--- src/rtl/spi_master_if.sv ---
// ============================================================================
// Module      : spi_master_if
// Description : Fabric handshake and SPI pin bundle for spi_master.
// Revision    : 1.0 - initial release
// ============================================================================
`default_nettype none

interface spi_master_if;
    logic       start;
    logic [7:0] txd_data;
    logic       busy;
    logic       done;
    logic [7:0] rxd_data;
    logic       CS_N;
    logic       SCK;
    logic       MOSI;
    logic       MISO;

    modport master (
        input  start, txd_data, MISO,
        output busy, done, rxd_data, CS_N, SCK, MOSI
    );

    modport slave (
        output start, txd_data, MISO,
        input  busy, done, rxd_data, CS_N, SCK, MOSI
    );
endinterface

`default_nettype wire

--- src/rtl/spi_master.sv ---
// ============================================================================
// Module      : spi_master
// Description : Single-byte SPI mode-3 master, MSB first, one byte per CS_N frame.
// Revision    : 1.0 - initial release
// ============================================================================
`default_nettype none

module spi_master #(
    parameter int CLK_DIV    = 50,
    parameter int GAP_CYCLES = 100
) (
    input  logic              sys_clk,
    input  logic              rst_n,
    spi_master_if.master      bus
);

    localparam logic [9:0] C_DIV_LAST = 10'(CLK_DIV - 1);
    localparam logic [9:0] C_GAP_LAST = 10'(GAP_CYCLES - 1);

    typedef enum logic [2:0] {
        S_IDLE  = 3'd0,
        S_SETUP = 3'd1,
        S_SHIFT = 3'd2,
        S_HOLD  = 3'd3,
        S_GAP   = 3'd4
    } state_t;

    state_t     r_state, w_state_nxt;
    logic [9:0] r_cnt,   w_cnt_nxt;
    logic [2:0] r_bit,   w_bit_nxt;
    logic [7:0] r_tx,    w_tx_nxt;
    logic [7:0] r_rx,    w_rx_nxt;
    logic [7:0] r_rxd,   w_rxd_nxt;
    logic       r_cs_n,  w_cs_n_nxt;
    logic       r_sck,   w_sck_nxt;
    logic       r_mosi,  w_mosi_nxt;
    logic       r_busy,  w_busy_nxt;
    logic       r_done,  w_done_nxt;
    logic       r_miso_s1, r_miso_s2;

    always_ff @(posedge sys_clk) begin
        if (!rst_n) begin
            r_state   <= S_IDLE;
            r_cnt     <= '0;
            r_bit     <= '0;
            r_tx      <= '0;
            r_rx      <= '0;
            r_rxd     <= '0;
            r_cs_n    <= 1'b1;
            r_sck     <= 1'b1;
            r_mosi    <= 1'b1;
            r_busy    <= 1'b0;
            r_done    <= 1'b0;
            r_miso_s1 <= 1'b1;
            r_miso_s2 <= 1'b1;
        end else begin
            r_state   <= w_state_nxt;
            r_cnt     <= w_cnt_nxt;
            r_bit     <= w_bit_nxt;
            r_tx      <= w_tx_nxt;
            r_rx      <= w_rx_nxt;
            r_rxd     <= w_rxd_nxt;
            r_cs_n    <= w_cs_n_nxt;
            r_sck     <= w_sck_nxt;
            r_mosi    <= w_mosi_nxt;
            r_busy    <= w_busy_nxt;
            r_done    <= w_done_nxt;
            r_miso_s1 <= bus.MISO;
            r_miso_s2 <= r_miso_s1;
        end
    end

    // Every output is computed here and registered above, so the pins stay glitch-free.
    always_comb begin
        w_state_nxt = r_state;
        w_cnt_nxt   = r_cnt + 10'd1;
        w_bit_nxt   = r_bit;
        w_tx_nxt    = r_tx;
        w_rx_nxt    = r_rx;
        w_rxd_nxt   = r_rxd;
        w_cs_n_nxt  = r_cs_n;
        w_sck_nxt   = r_sck;
        w_mosi_nxt  = r_mosi;
        w_busy_nxt  = r_busy;
        w_done_nxt  = 1'b0;

        case (r_state)
            S_IDLE: begin
                w_cnt_nxt = '0;
                if (bus.start) begin
                    w_tx_nxt    = bus.txd_data;
                    w_cs_n_nxt  = 1'b0;
                    w_busy_nxt  = 1'b1;
                    w_bit_nxt   = '0;
                    w_state_nxt = S_SETUP;
                end
            end
            S_SETUP: begin
                if (r_cnt == C_DIV_LAST) begin
                    w_cnt_nxt   = '0;
                    w_sck_nxt   = 1'b0;
                    w_mosi_nxt  = r_tx[7];
                    w_tx_nxt    = {r_tx[6:0], 1'b0};
                    w_state_nxt = S_SHIFT;
                end
            end
            S_SHIFT: begin
                if (r_cnt == C_DIV_LAST) begin
                    w_cnt_nxt = '0;
                    if (r_sck) begin
                        w_sck_nxt  = 1'b0;
                        w_mosi_nxt = r_tx[7];
                        w_tx_nxt   = {r_tx[6:0], 1'b0};
                    end else begin
                        w_sck_nxt = 1'b1;
                        w_rx_nxt  = {r_rx[6:0], r_miso_s2};
                        w_bit_nxt = r_bit + 3'd1;
                        if (r_bit == 3'd7) begin
                            w_state_nxt = S_HOLD;
                        end
                    end
                end
            end
            S_HOLD: begin
                if (r_cnt == C_DIV_LAST) begin
                    w_cnt_nxt   = '0;
                    w_cs_n_nxt  = 1'b1;
                    w_rxd_nxt   = r_rx;
                    w_done_nxt  = 1'b1;
                    w_mosi_nxt  = 1'b1;
                    w_state_nxt = S_GAP;
                end
            end
            S_GAP: begin
                if (r_cnt == C_GAP_LAST) begin
                    w_cnt_nxt   = '0;
                    w_busy_nxt  = 1'b0;
                    w_state_nxt = S_IDLE;
                end
            end
            default: begin
                w_state_nxt = S_IDLE;
            end
        endcase
    end

    assign bus.CS_N     = r_cs_n;
    assign bus.SCK      = r_sck;
    assign bus.MOSI     = r_mosi;
    assign bus.busy     = r_busy;
    assign bus.done     = r_done;
    assign bus.rxd_data = r_rxd;

endmodule

`default_nettype wire
--- src/flat_wrapper.sv ---
// flat-port wrapper written by rule: the top's interface ports become plain ports
module spi_master_flat 
#(
    parameter int CLK_DIV    = 50,
    parameter int GAP_CYCLES = 100
)
  (sys_clk, rst_n, bus_start, bus_txd_data, bus_MISO, bus_busy, bus_done, bus_rxd_data, bus_CS_N, bus_SCK, bus_MOSI);
  spi_master_if bus_i ();
  input  logic sys_clk;
  input  logic rst_n;
  input wire logic [$bits(bus_i.start)-1:0] bus_start;
  input wire logic [$bits(bus_i.txd_data)-1:0] bus_txd_data;
  input wire logic [$bits(bus_i.MISO)-1:0] bus_MISO;
  output wire logic [$bits(bus_i.busy)-1:0] bus_busy;
  output wire logic [$bits(bus_i.done)-1:0] bus_done;
  output wire logic [$bits(bus_i.rxd_data)-1:0] bus_rxd_data;
  output wire logic [$bits(bus_i.CS_N)-1:0] bus_CS_N;
  output wire logic [$bits(bus_i.SCK)-1:0] bus_SCK;
  output wire logic [$bits(bus_i.MOSI)-1:0] bus_MOSI;
  assign bus_i.start = bus_start;
  assign bus_i.txd_data = bus_txd_data;
  assign bus_i.MISO = bus_MISO;
  assign bus_busy = bus_i.busy;
  assign bus_done = bus_i.done;
  assign bus_rxd_data = bus_i.rxd_data;
  assign bus_CS_N = bus_i.CS_N;
  assign bus_SCK = bus_i.SCK;
  assign bus_MOSI = bus_i.MOSI;
  spi_master #(.CLK_DIV(CLK_DIV), .GAP_CYCLES(GAP_CYCLES)) u_core (.sys_clk(sys_clk), .rst_n(rst_n), .bus(bus_i));
endmodule
--- config.mk ---
export PLATFORM = sky130hd
export DESIGN_NAME = spi_master_flat
export DESIGN_NICKNAME = d
export VERILOG_FILES = /design/src/rtl/spi_master_if.sv /design/src/rtl/spi_master.sv /design/src/flat_wrapper.sv
export SDC_FILE = /design/constraint.sdc
export NUM_CORES = 1
export LEC_CHECK = 0
export CELL_PAD_IN_SITES_DETAIL_PLACEMENT = 0
export CELL_PAD_IN_SITES_GLOBAL_PLACEMENT = 2
export CORE_UTILIZATION = 23
export DETAILED_ROUTE_END_ITERATION = 12
export PLACE_DENSITY_LB_ADDON = 0.1
export SLEW_MARGIN = 30
export SYNTH_ARGS = -nofsm -noshare
export SYNTH_HDL_FRONTEND = slang
export SYNTH_SLANG_ARGS = --single-unit
--- constraint.sdc ---
create_clock -name sys_clk -period 1.8 [get_ports sys_clk]
set_clock_uncertainty 0.05 [all_clocks]
set_input_delay 0.27 -clock sys_clk [delete_from_list [all_inputs] [get_ports sys_clk]]
set_output_delay 0.27 -clock sys_clk [all_outputs]
set_load 0.005 [all_outputs]
==> images/layer_met1.png <==
Scale bar: 20 µm. Supply wires on this layer in gray.
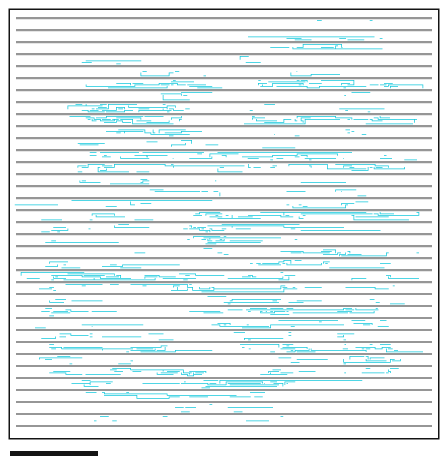
- longest straight run: 32.2 µm
- share of all routed wire: 51%
Vias: 1702
GRT met1 Usage: 0.148

==> images/layer_met2.png <==
Cells faint in the background.
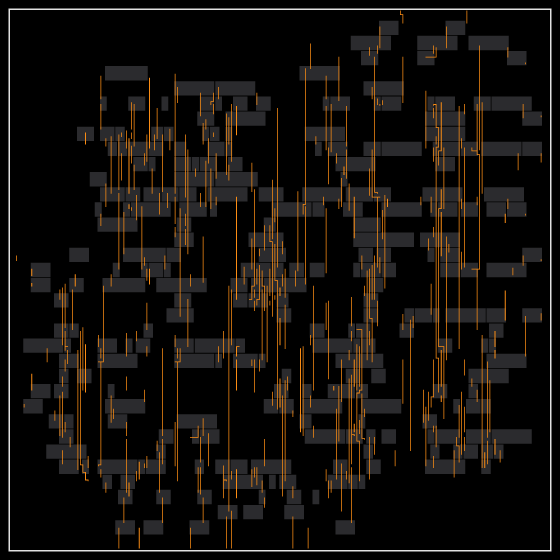
- nets with wire on the layer: 230
- share of all routed wire: 45%
- wire length on this layer: 2210 µm
DRT Wirelength: 4.87 mm
met2 global-route usage: 0.177

==> images/layer_met3.png <==
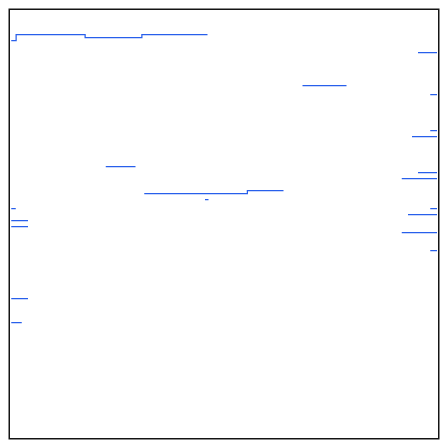
- share of all routed wire: 3.0%
- wire length on this layer: 148 µm
- longest straight run: 23.2 µm
- nets with wire on the layer: 19
- main direction: horizontal
met3 GRT Util: 0.0230

==> images/metal_density.png <==
The die is cut into 19 by 19 equal tiles; dark blue is low, red is high, scaled to the fullest tile. Values are wire area over tile area, all layers added.
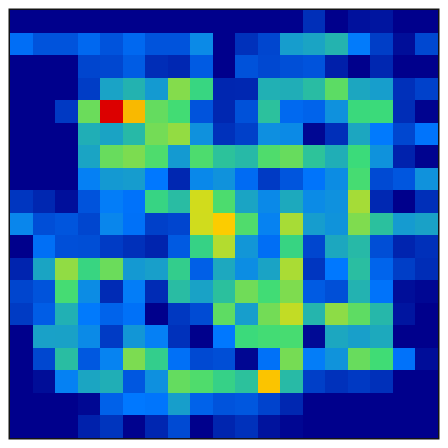
- fullest tile: 0.34
- mean over tiles: 0.079
- nearly empty tiles: 22%
- tiles over half the peak: 13%
- densest ninth of the die: center
WL per Instance: 12.9 µm
total track usage: 0.110

==> GITHUB_STEP_SUMMARY <==
## PnR job results

| Metric | Value |
|---|---|
| Status | `finished, final reports clean` |
| Number of enable flip-flop cells | `0` |
| Buffer share of cell area | `0.176` |
| Flop share of the area | `0.337` |
| # Taps | `roughly 110` |
| Logic area | `1100 µm²` |
| Cell Area, Synth | `between 2000 and 2500 µm²` |
| Yosys warns | `0` |
| Cell area leaders | `dfxtp_1 45%, mux2i_1 7.2%, nor2_1 4.7%, a22o_1 3.4%, o21a_1 3.3%` |
| Yosys simple share | `0.233` |
| Root buffer cell | `clkbuf_8` |
| Max Slew Vio Count | `0` |
| Max frequency | `581 MHz` |
| Placed Cells | `368` |
| Routed length on met3 | `147 µm` |
| Final Power | `slightly above 2 mW` |
| Final nets | `284` |
| Count leader, synth | `dfxtp_1` |
| CP Capture Type | `flip-flop` |
| R2R Path Start | `u_core.r_cnt[3]$_SDFF_PN0_` |
| Non-filler cells in the finished layout | `around 380` |
| Vias in the first global route | `1677` |
| FF/Latch Area | `945 µm²` |
| Mapped Avg Cell Area | `9.53 µm²` |
| Row Count | `34` |
| Top sig layer | `met4` |
| Share of post-route cells with drive strength above 1 | `0.208` |
| Max Cap Viol | `0` |
| Worst-path clk slew | `0.10 ns` |
| YS chip area | `2080 µm²` |
| Inverters | `5` |
| Met2 wire length | `2.21 mm` |
| Ys cells | `218` |
| DP Area | `2640 µm²` |
| Fillers | `893` |
| Multiplexer share | `0.0722` |
| I/O Buffers | `24` |
| Seq pwr share | `0.524` |
| Minimum clock period | `approximately 1.7 ns` |
| Initial antenna violation count | `0` |
| Leading cell kind | `multi-input combinational cells` |
| Pint | `1.58 mW` |
| Switching share of power | `0.232` |
| First-pass detailed-route iteration total | `4` |
| Number of remaining DRC errors | `0` |
| Synth Register Bits | `approximately 47` |
| RR Endpoint | `u_core.r_tx[5]$_SDFFE_PN0P_` |
| Top cell excl fill/tap | `dfxtp_1` |
| FFs w/ async S/R, synth | `0` |
| Hpwl dp | `3.47 mm` |
| Arrival @ worst endpoint | `between 1.5 and 2 ns` |
| Hold EP | `u_core.r_miso_s2$_SDFF_PN1_` |
| Design area | `~2800 µm²` |
| Comb area share | `0.391` |
| Hold_sp | `u_core.r_miso_s1$_SDFF_PN1_` |
| Starting DRT DRC Count | `35` |
| DIE WIDTH | `97.1 µm` |
| PwrDens | `731 nW/µm²` |
| Top logic family | `simple AND/OR/NAND/NOR gates` |
| Die area | `9420 µm²` |
| Top cell type's share of synthesized area | `0.453` |
| Switching pwr | `~0.48 mW` |
| Worst slack at placement | `0.0217 ns` |
| Non-clk bufs | `~56` |
| Hold_buf cts | `0` |
| Clk_buf instances | `5` |
| Ant diodes | `0` |
| Endpoints failing setup | `0` |
| Largest net degree at the start of global routing | `26` |
| Latency at later pin | `0.30 ns` |
| Hold Crit Class | `flip-flop to flip-flop` |
| Fin. Hold Viols | `0` |
| Synthesized instance count | `218` |
| RSZ-0062 raised after global routing | `yes` |
| Fin worst setup slack | `between 0.07 and 0.08 ns` |
| Flop Count | `47` |
| Core Util at FP | `0.238` |
| Die H | `97.1 µm` |
| Core Box Area | `roughly 8700 µm²` |
| Multi-In Gates | `roughly 150` |
| OpenROAD warning count | `28` |
| Max IR drop VDD | `0.272 mV` |
| Max FFs per register | `10` |
| Worst Setup EP | `u_core.r_tx[5]$_SDFFE_PN0P_` |
| Via-to-Cell Ratio | `4.51` |
| Busiest grt layer | `met2` |
-- critical path, cell delays in order (launching register included) --
cell	delay, ns
dfxtp_2	0.35
nor4_4	0.40
nand3_4	0.16
a221o_1	0.38
buf_12	0.17
mux2i_1	0.11
-- repair_timing --
| action | 4_1_cts | 5_1_grt |
|---|---|---|
| setup endpoints to repair | 2 | 24 |
| pin swaps | 0 | 3 |
| buffers inserted | 0 | 1 |
| resized | 1 | 9 |
-- power groups by stage --
stage	Clock, mW	Sequential, mW	Combinational (mW)
2_1_floorplan	0	1.10	0.0922
3_3_place_gp	0	1.10	0.173
3_5_place_dp	0	1.10	0.172
4_1_cts	0.850	1.07	0.173
5_1_grt	0.883	1.08	0.192
6_report	0.805	1.07	0.171
Power is estimated from default activity; no workload was simulated.
